<file path="config.mk">
export PLATFORM = sky130hd
export DESIGN_NAME = reg_dump
export DESIGN_NICKNAME = d
export VERILOG_FILES = /design/src/rtl/reg_dump.sv
export SDC_FILE = /design/constraint.sdc
export NUM_CORES = 1
export LEC_CHECK = 0
export CORE_MARGIN = 4
export CORE_UTILIZATION = 40
export CTS_BUF_LIST = sky130_fd_sc_hd__clkbuf_16
export DETAILED_ROUTE_END_ITERATION = 8
export GPL_ROUTABILITY_DRIVEN = 0
export GPL_TIMING_DRIVEN = 0
export PLACE_DENSITY = 0.63
export SLEW_MARGIN = 20
export SYNTH_ARGS = -nofsm -noshare
export SYNTH_HDL_FRONTEND = slang
export SYNTH_SLANG_ARGS = --single-unit
</file>
<file path="constraint.sdc">
create_clock -name clk -period 1.7 [get_ports clk]
set_input_delay 0.425 -clock clk [delete_from_list [all_inputs] [get_ports clk]]
set_output_delay 0.425 -clock clk [all_outputs]
set_load 0.02 [all_outputs]
</file>
<file path="src/rtl/reg_dump.sv">
// reg_dump: debug readout engine for the 32x32 register file.
// On a start request it reads every register through a spare read port and
// streams a 130-byte frame over a valid/ready byte channel:
//   0xA5, then 4 bytes per register (MSB first), then an 8-bit checksum
//   of the 128 data bytes (header excluded).
module reg_dump #(
  parameter int REG_WIDTH      = 32,
  parameter int REG_ADDR_WIDTH = 5,
  parameter int NUM_OF_REGS    = 32
) (
  input  logic                      clk,
  input  logic                      rst_n,
  input  logic                      start,
  output logic                      busy,
  output logic                      done,
  output logic [REG_ADDR_WIDTH-1:0] r_addr,
  input  logic [REG_WIDTH-1:0]      r_data,
  output logic [7:0]                byte_out,
  output logic                      byte_valid,
  input  logic                      byte_ready
);

  typedef enum logic [2:0] {
    S_IDLE,
    S_HDR,
    S_LOAD,
    S_SEND,
    S_CSUM,
    S_DONE
  } state_t;

  localparam logic [7:0]                HDR_BYTE = 8'hA5;
  localparam logic [REG_ADDR_WIDTH-1:0] LAST_IDX = REG_ADDR_WIDTH'(NUM_OF_REGS - 1);

  state_t                    state;
  state_t                    state_nxt;
  logic [REG_ADDR_WIDTH-1:0] idx;
  logic [7:0]                sum;
  logic [REG_WIDTH-1:0]      word;
  logic [1:0]                byte_cnt;
  logic                      xfer;
  logic                      last_byte;

  // A transfer needs both sides; byte_valid itself comes only from state.
  assign xfer      = byte_valid & byte_ready;
  assign last_byte = (byte_cnt == 2'd3);

  // State register with synchronous active-low reset.
  // NOTE: sequential state uses non-blocking (<=) so every flop samples the
  // pre-edge values; blocking here would create order-dependent races.
  always_ff @(posedge clk) begin
    if (!rst_n) state <= S_IDLE;
    else        state <= state_nxt;
  end

  // Next-state logic; every state holds until its handshake completes.
  // NOTE: the default assignment first guarantees no latch is inferred for
  // paths that do not assign state_nxt.
  always_comb begin
    state_nxt = state;
    unique case (state)
      S_IDLE: if (start) state_nxt = S_HDR;
      S_HDR:  if (xfer)  state_nxt = S_LOAD;
      S_LOAD:            state_nxt = S_SEND;
      S_SEND: if (xfer && last_byte) state_nxt = (idx == LAST_IDX) ? S_CSUM : S_LOAD;
      S_CSUM: if (xfer)  state_nxt = S_DONE;
      S_DONE:            state_nxt = S_IDLE;
      default:           state_nxt = S_IDLE;
    endcase
  end

  // Datapath: register index, running checksum, in-flight word, byte counter.
  always_ff @(posedge clk) begin
    if (!rst_n) begin
      idx      <= '0;
      sum      <= '0;
      word     <= '0;
      byte_cnt <= '0;
    end else begin
      unique case (state)
        S_IDLE: begin
          if (start) begin
            idx <= '0;
            sum <= '0;
          end
        end
        S_LOAD: begin
          // Snapshot the register now; later file writes do not disturb it.
          word     <= r_data;
          byte_cnt <= '0;
        end
        S_SEND: begin
          if (xfer) begin
            sum      <= sum + word[REG_WIDTH-1 -: 8];
            word     <= word << 8;
            byte_cnt <= byte_cnt + 2'd1;
            if (last_byte && idx != LAST_IDX) idx <= idx + 1'b1;
          end
        end
        default: ;
      endcase
    end
  end

  // Moore outputs decoded from state; stable while waiting for byte_ready.
  always_comb begin
    busy       = 1'b1;
    done       = 1'b0;
    byte_valid = 1'b0;
    byte_out   = 8'h00;
    r_addr     = idx;
    unique case (state)
      S_IDLE: begin
        busy   = 1'b0;
        r_addr = '0;
      end
      S_HDR: begin
        byte_valid = 1'b1;
        byte_out   = HDR_BYTE;
      end
      S_LOAD: ;
      S_SEND: begin
        byte_valid = 1'b1;
        byte_out   = word[REG_WIDTH-1 -: 8];
      end
      S_CSUM: begin
        byte_valid = 1'b1;
        byte_out   = sum;
      end
      S_DONE: done = 1'b1;
      default: begin
        busy   = 1'b0;
        r_addr = '0;
      end
    endcase
  end

endmodule

</file>
==> run_1/layer_met3.png <==
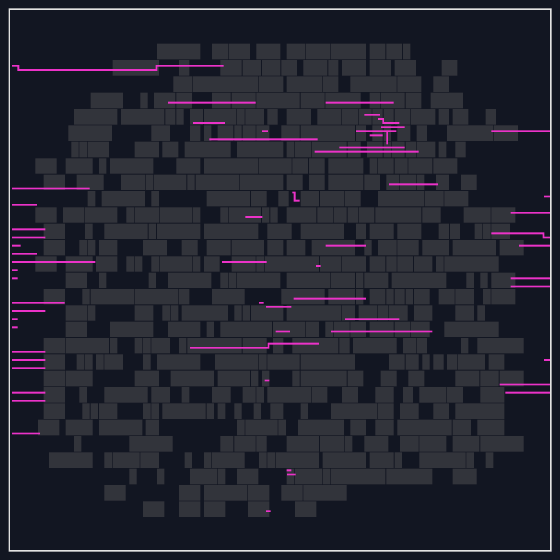
longest straight run: 23.0 um
share of all routed wire: 4.3%
nets with wire on the layer: 50
vias: 2774
Routed WL: 8.72 mm
GR Util met3: 3.76%

==> run_1/congestion.png <==
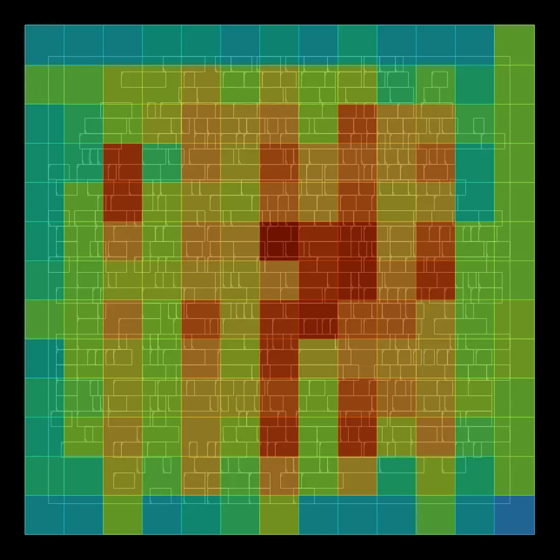
grt met1 use: 24.4%
met2 usage: 34.5%

==> run_1/clk_routes.png <==
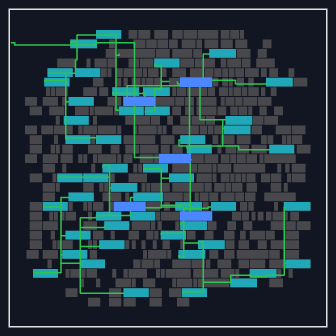
[clock wires] green | length: 661 um
[flip-flops] cyan | count: 50
[clock drivers] blue | count: 5
routed clock nets: 6
Clock Skews: 5.79 ps
Latency at later pin: 290 ps
Clk power: 1160 uW
clock share of power: 31.8%

==> run_1/sizes.png <==
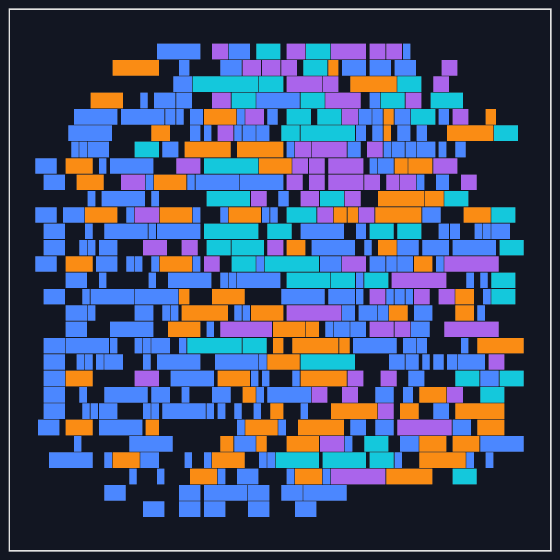
[_6 and larger] cyan | cells: 48 | share: 11%
[_3 and _4 cells] purple | cells: 67 | share: 16%
[_0 and _1 cells] blue | cells: 240 | share: 56%
[_2 cells] orange | cells: 72 | share: 17%
Signal buffers: 120
Design Area, Final: 4360 um^2

==> ci_impl_report.md, run 1 <==
## Synthesis and layout report

| Metric | Value |
|---|---|
| Run status | `finished, violations left` |
| Failing checks | `negative setup slack` |
| Largest net degree at the start of global routing | `17` |
| Least-Margin Pin Slew | `around 370 ps` |
| Chip area | `roughly 8100 um^2` |
| Leading area contributor after synthesis | `dfxtp_1` |
| Most common cell on crit path | `buf_6` |
| Gr usage total | `~20%` |
| Post-synth top flop | `dfxtp_1` |
| Chip Area, Yosys | `between 2000 and 3000 um^2` |
| Antenna Nets Post-Route | `0` |
| Yosys top cell by instances | `nand2_1` |
| Unique cell types | `around 44` |
| Highest-delay cell along the critical path | `dfxtp_2` |
| Sequential area share after synthesis | `between 30% and 40%` |
| Post-synth EDFFs | `0` |
| Sink Count | `approximately 50` |
| Synth top cells by count | `nand2_1 (67), dfxtp_1 (50), nor2_1 (44)` |
| Share of cells above drive strength 1 | `between 40% and 50%` |
| Total negative setup slack | `-6850 ps` |
| Min setup slack post-route | `-300 ps` |
| DR DRC count | `0` |
| Fin. Hold Viols | `0` |
| Synth Instances | `about 320` |
| Final min period | `around 2000 ps` |
| Die height | `between 80 and 90 um` |
| IO buf count | `between 50 and 60` |
| Clock transition at the registers of the reported paths | `around 70 ps` |
| Dpl hpwl | `~5.3 mm` |
| Diodes inserted | `0` |
| Top cells, area | `dfxtp_1 (37%), nand2_1 (9.4%), a311oi_2 (6.2%)` |
| Cell Pwr Density | `between 800 and 900 nW/um^2` |
| Post-Syn Nets | `roughly 370` |
| CORE AREA | `approximately 6400 um^2` |
| Final Cycle Share | `118%` |
| Area leader share | `a little under two fifths` |
| IO Pins | `between 50 and 60` |
| Hold Path Class | `reg -> reg` |
| Layout area overhead | `62.4%` |
| Drt first pass iters | `4` |
| CTS tree | `yes` |
| Num CTS Buffers | `5` |
| # fillers | `roughly 500` |
| Dpl cells | `450` |
| Setup Crit Path Kind | `reg -> out` |
| Wire per inst | `17.3 um` |
| Initial antenna violation count | `0` |
| Worst setup EP type | `output pin` |
| Crit path cell chain | `buf_6, clkinvlp_4, nor3_4, clkbuf_8, a22o_1, buf_6` |
| Vias in the first global route | `~2600` |
| Power consumption | `around 3700 uW` |
| Maximum clock rate | `between 500 and 600 MHz` |
| Routed vias/inst | `5.50` |
| Final setup fails | `roughly 58` |
| Peak fanout along the critical path | `5` |
| Row Count | `29` |
| FFs w/ async S/R, synth | `0%` |
| Worst endpoint required time | `about 1300 ps` |
| Max IR drop VDD | `roughly 440 uV` |
| CP Launch Type | `flop` |
| Clock buffer depth | `2` |
| Synthesized area per cell | `between 8 and 9 um^2` |
| First-pass GRT wire length | `around 13 mm` |
| Grt ovf | `0` |
| Max Cap Viol | `0` |
## run 1: worst paths after layout
kind            start     endpoint  slack [ps]  cells past startpoint
max          state[0]  byte_out[3]        -300                      6
min          word[12]     word[20]         480                      2
max reg2reg  state[0]     word[30]        -200                     10
min reg2reg  word[12]     word[20]         480                      2
## run 1: worst max-delay path, delay by kind of cell, from the launching register on
family | cells | cell delay [ps]
compound gates | 1 | 160
simple gates | 1 | 210
flops | 1 | 330
buf+inv | 4 | 580
## run 1: kinds of logic (layout without fill, tap and decap cells)
family	Yosys count	count (layout)	synth area share [%]
and+or+nand+nor	144	144	24.0
AOI/OAI and AO/OA	83	83	25.2
DFF	50	50	37.3
buffers and inverters	27	132	5.69
adders and majority gates	11	11	5.41
xor gates and xnor gates	4	4	1.31
muxes	3	3	1.12
## run 1: report_power, final
| part | internal, uW | switching [uW] |
|---|---|---|
| Sequential | 1280 | 89.9 |
| Clock | 698 | 464 |
| Combinational | 586 | 541 |
| Total | 2560 | 1090 |
## run 1: layout by cell type (no fill, tap or decap), types with 7 or more instances in the layout
cell type / instances
nand2_1: 66
buf_4: 34
nor2_4: 7
buf_6: 33
a22oi_2: 12
a311oi_2: 16
clkdlybuf4s50_1: 34
nor2_1: 32
dfxtp_2: 15
a311oi_1: 8
o21ai_0: 7
dfxtp_1: 34
## run 1: cell type report
class / count / area [um^2] / area share (%)
multi-input cells: 245 / 1860 / 42.8
well taps: 77 / 96.3 / 2.21
repair buffers: 98 / 951 / 21.8
inverters: 4 / 21.3 / 0.488
plain buffers: 22 / 231 / 5.31
clock buffers: 5 / 125 / 2.87
flip-flops and latches: 50 / 1020 / 23.5
clock inverters: 3 / 43.8 / 1.01
## run 1: flip-flops by register name, summed over array words and instances (netlist names)
register	flops
state	3
byte_cnt	2
word	32
idx	5
sum	8
## run 1: stage by stage
stage	hold WS (ps)	area (um^2)	worst slack [ps]
final	475	4360	-300
after global placement	442	3310	-726
after global routing	504	4360	-367
after detailed placement	468	3310	-742
after CTS	478	3840	-292
after floorplan	436	2710	0.662
## run 1: what timing repair did
item                                   4_1_cts  5_1_grt
pin swaps                                   21       45
gates cloned                                 1        2
setup endpoints to repair                   63       53
endpoints found under the hold margin        0        0
setup buffers                               24       20
resized                                    146       95
## run 1: layer usage
metal	routed length [um]	vias up
li1	-	1372
met1	3630	1310
met2	4550	78
met3	378	14
met4	171	0
met5	0	-
==> run_1/logic_types.png <==
Scale bar: 20 um.
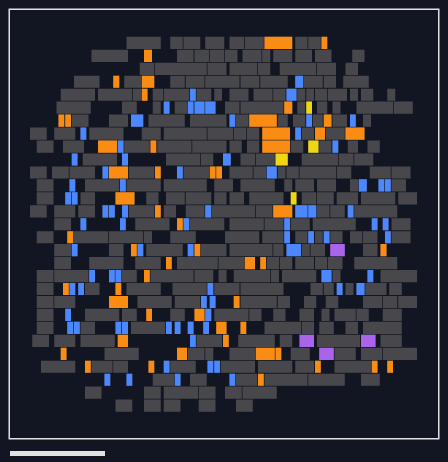

==> run 1 -> run 2 <==
Settings changed: CTS_CLUSTER_SIZE from default to 25, MAX_ROUTING_LAYER from default to met4.
==> run_2/logic_types.png <==
Scale bar: 20 um.
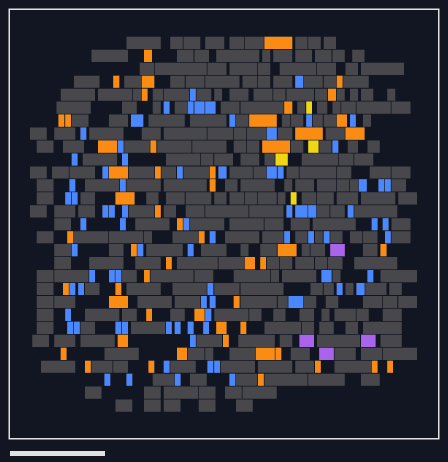
[nor cells] orange | cells: 53
[inv cells] yellow | cells: 4
[nand cells] blue | cells: 79
[xor and xnor cells] purple | cells: 4 | where: bottom right
commonest non-fill, non-tap cell in the layout: nand2_1
Non-Filler Instances: 509

==> ci_impl_report.md, run 2 <==
## Synthesis and layout report

| Metric | Value |
|---|---|
| Dpl hpwl | `5.27 mm (unchanged)` |
| CTS tree | `yes (unchanged)` |
| Max Cap Viol | `0 (unchanged)` |
| Max IR drop VDD | `468 uV (was 445 uV)` |
| Vias in the first global route | `2650 (was 2644)` |
| Clock Skews | `5.56 ps (was 5.79 ps)` |
| Routed WL | `9.07 mm (was 8.72 mm)` |
| First-pass GRT wire length | `12.9 mm (about the same)` |
| CORE AREA | `6420 um^2 (unchanged)` |
| Run status | `finished, violations left (unchanged)` |
| Worst Hold Margin | `475 ps (about the same)` |
| Row Count | `29 (unchanged)` |
| Drt first pass iters | `5 (was 4)` |
| Largest net degree at the start of global routing | `17 (unchanged)` |
| Antenna Nets Post-Route | `0 (unchanged)` |
| Hold Path Depth | `2 (unchanged)` |
| Placed cell area | `3310 um^2 (unchanged)` |
| Yosys top cell by instances | `nand2_1 (unchanged)` |
| DR DRC count | `0 (unchanged)` |
| Post-synth EDFFs | `0 (unchanged)` |
| Biggest regs | `word: 32 flops, sum: 8 flops, idx: 5 flops (unchanged)` |
| Area leader share | `37.3% (unchanged)` |
| Chip Area, Yosys | `2680 um^2 (unchanged)` |
| IO buf count | `51 (unchanged)` |
| Final setup fails | `59 (was 58)` |
| Routed vias/inst | `5.58 (was 5.50)` |
| Failing checks | `negative setup slack (unchanged)` |
| Chip area | `8080 um^2 (unchanged)` |
| Synth Instances | `322 (unchanged)` |
| Sink Count | `50 (unchanged)` |
| Unique cell types | `44 (unchanged)` |
| Fin. Hold Viols | `0 (unchanged)` |
| Num CTS Buffers | `5 (unchanged)` |
| Share of cells above drive strength 1 | `44.2% (was 43.8%)` |
| Setup Crit Path Kind | `reg -> out (unchanged)` |
| Most numerous logic cells after layout | `nand2_1 (66), buf_4 (37), dfxtp_1 (35) (was nand2_1 (66), buf_4 (34), dfxtp_1 (34), clkdlybuf4s50_1 (34), buf_6 (33))` |
| R2R setup slack | `-220 ps (was -200 ps)` |
| Final Cycle Share | `121% (was 118%)` |
| Max reg flops | `32 (unchanged)` |
| Design Area, Final | `4410 um^2 (was 4360 um^2)` |
| Initial antenna violation count | `0 (unchanged)` |
| Least-Margin Pin Slew | `345 ps (was 373 ps)` |
| Post-synth top flop | `dfxtp_1 (unchanged)` |
| RR Startpoint | `state[0] (unchanged)` |
| Synth top cells by count | `nand2_1 (67), dfxtp_1 (50), nor2_1 (44) (unchanged)` |
| Maximum clock rate | `488 MHz (was 500 MHz)` |
| Sequential area share after synthesis | `37.3% (unchanged)` |
| Synthesized area per cell | `8.33 um^2 (unchanged)` |
| # fillers | `497 (was 500)` |
| Reg2reg path depth | `10 (unchanged)` |
| Die height | `89.9 um (unchanged)` |
| Final min period | `2050 ps (was 2000 ps)` |
| Top cells, area | `dfxtp_1 (37%), nand2_1 (9.4%), a311oi_2 (6.2%) (unchanged)` |
| CP Launch Type | `flop (unchanged)` |
| Top reg by flops | `word (unchanged)` |
| Total negative setup slack | `-7940 ps (was -6850 ps)` |
| Leading area contributor after synthesis | `dfxtp_1 (unchanged)` |
| Grt ovf | `0 (unchanged)` |
| Wire per inst | `17.8 um (was 17.3 um)` |
| Min setup slack post-route | `-350 ps (was -300 ps)` |
| Worst endpoint required time | `1270 ps (about the same)` |
| IO Pins | `52 (unchanged)` |
| Reg-to-Reg End | `word[30] (unchanged)` |
| Min-Delay Endpoint | `word[20] (unchanged)` |
| FFs w/ async S/R, synth | `0% (unchanged)` |
## run 2: cell count changes in the layout (fill, tap and decap cells not counted)
cell       before  now
buf_4          34   37
buf_6          33   34
clkbuf_16       6    7
dfxtp_1        34   35
dfxtp_2        15   14
## run 2: logic make-up (layout without fill, tap and decap cells)
kind of cell / count (synthesis) / in the layout / synth area share (%)
and+or+nand+nor: 144 / 144 / 24.0
AOI/OAI and AO/OA: 83 / 83 / 25.2
DFF: 50 / 50 / 37.3
buffers and inverters: 27 / 137 / 5.69
adders and majority gates: 11 / 11 / 5.41
xor gates and xnor gates: 4 / 4 / 1.31
muxes: 3 / 3 / 1.12
## run 2: layout make-up
cell class | count | area (um^2) | area share (%)
Clock buffer | 5 | 125 | 2.84
Timing Repair Buffer | 103 | 1010 | 22.9
Clock inverter | 3 | 43.8 | 0.992
Sequential cell | 50 | 1020 | 23.2
Multi-Input combinational cell | 245 | 1860 | 42.2
Buffer | 22 | 231 | 5.25
Inverter | 4 | 21.3 | 0.482
Tap cell | 77 | 96.3 | 2.18
## run 2: power by group
part | switching [uW] | internal [uW]
Combinational | 552 | 592
Sequential | 91.4 | 1280
Clock | 467 | 698
## run 2: worst max-delay path: stages, from the launching register on
cell	delay, ps
dfxtp_2	340
buf_6	130
clkinvlp_4	150
nor3_4	230
clkbuf_8	190
a22o_1	160
buf_6	130
## run 2: worst max-delay path by stage
stage / startpoint / to / slack, ps
floorplan: idx[0] / idx[3] / 0.7
global placement: rst_n / idx[3] / -730
detailed placement: rst_n / idx[3] / -740
CTS: state[0] / byte_out[4] / -290
global route: state[0] / byte_out[3] / -400
finish: state[0] / byte_out[3] / -350
## run 2: through the flow
| step | power (uW) | setup WS [ps] | instances |
|---|---|---|---|
| 4_1_cts | 3400 | -292 | 482 |
| 3_3_place_gp | 2080 | -726 | 450 |
| 3_5_place_dp | 2090 | -742 | 450 |
| 5_1_grt | 3840 | -404 | 509 |
| 2_1_floorplan | 1820 | 0.662 | 322 |
| 6_report | 3680 | -350 | 509 |
## run 2: timing repair
item / 4_1_cts / 5_1_grt
pin swaps: 21 / 46
gates cloned: 1 / 3
hold buffers: 0 / 0
gates resized: 146 / 95
setup buffers: 24 / 24
setup endpoints to repair: 63 / 53
## run 2: metal layers
metal  part of all wire [%]  track usage, %  vias to the layer above
met5                      0               -                        -
met4                    2.5            5.48                        0
met3                    6.0            3.51                       23
met2                     52            34.6                      112
met1                     40            24.4                     1330
li1                       -               -                     1375
Power figures rest on the tool's default switching activity, not on a simulated workload.
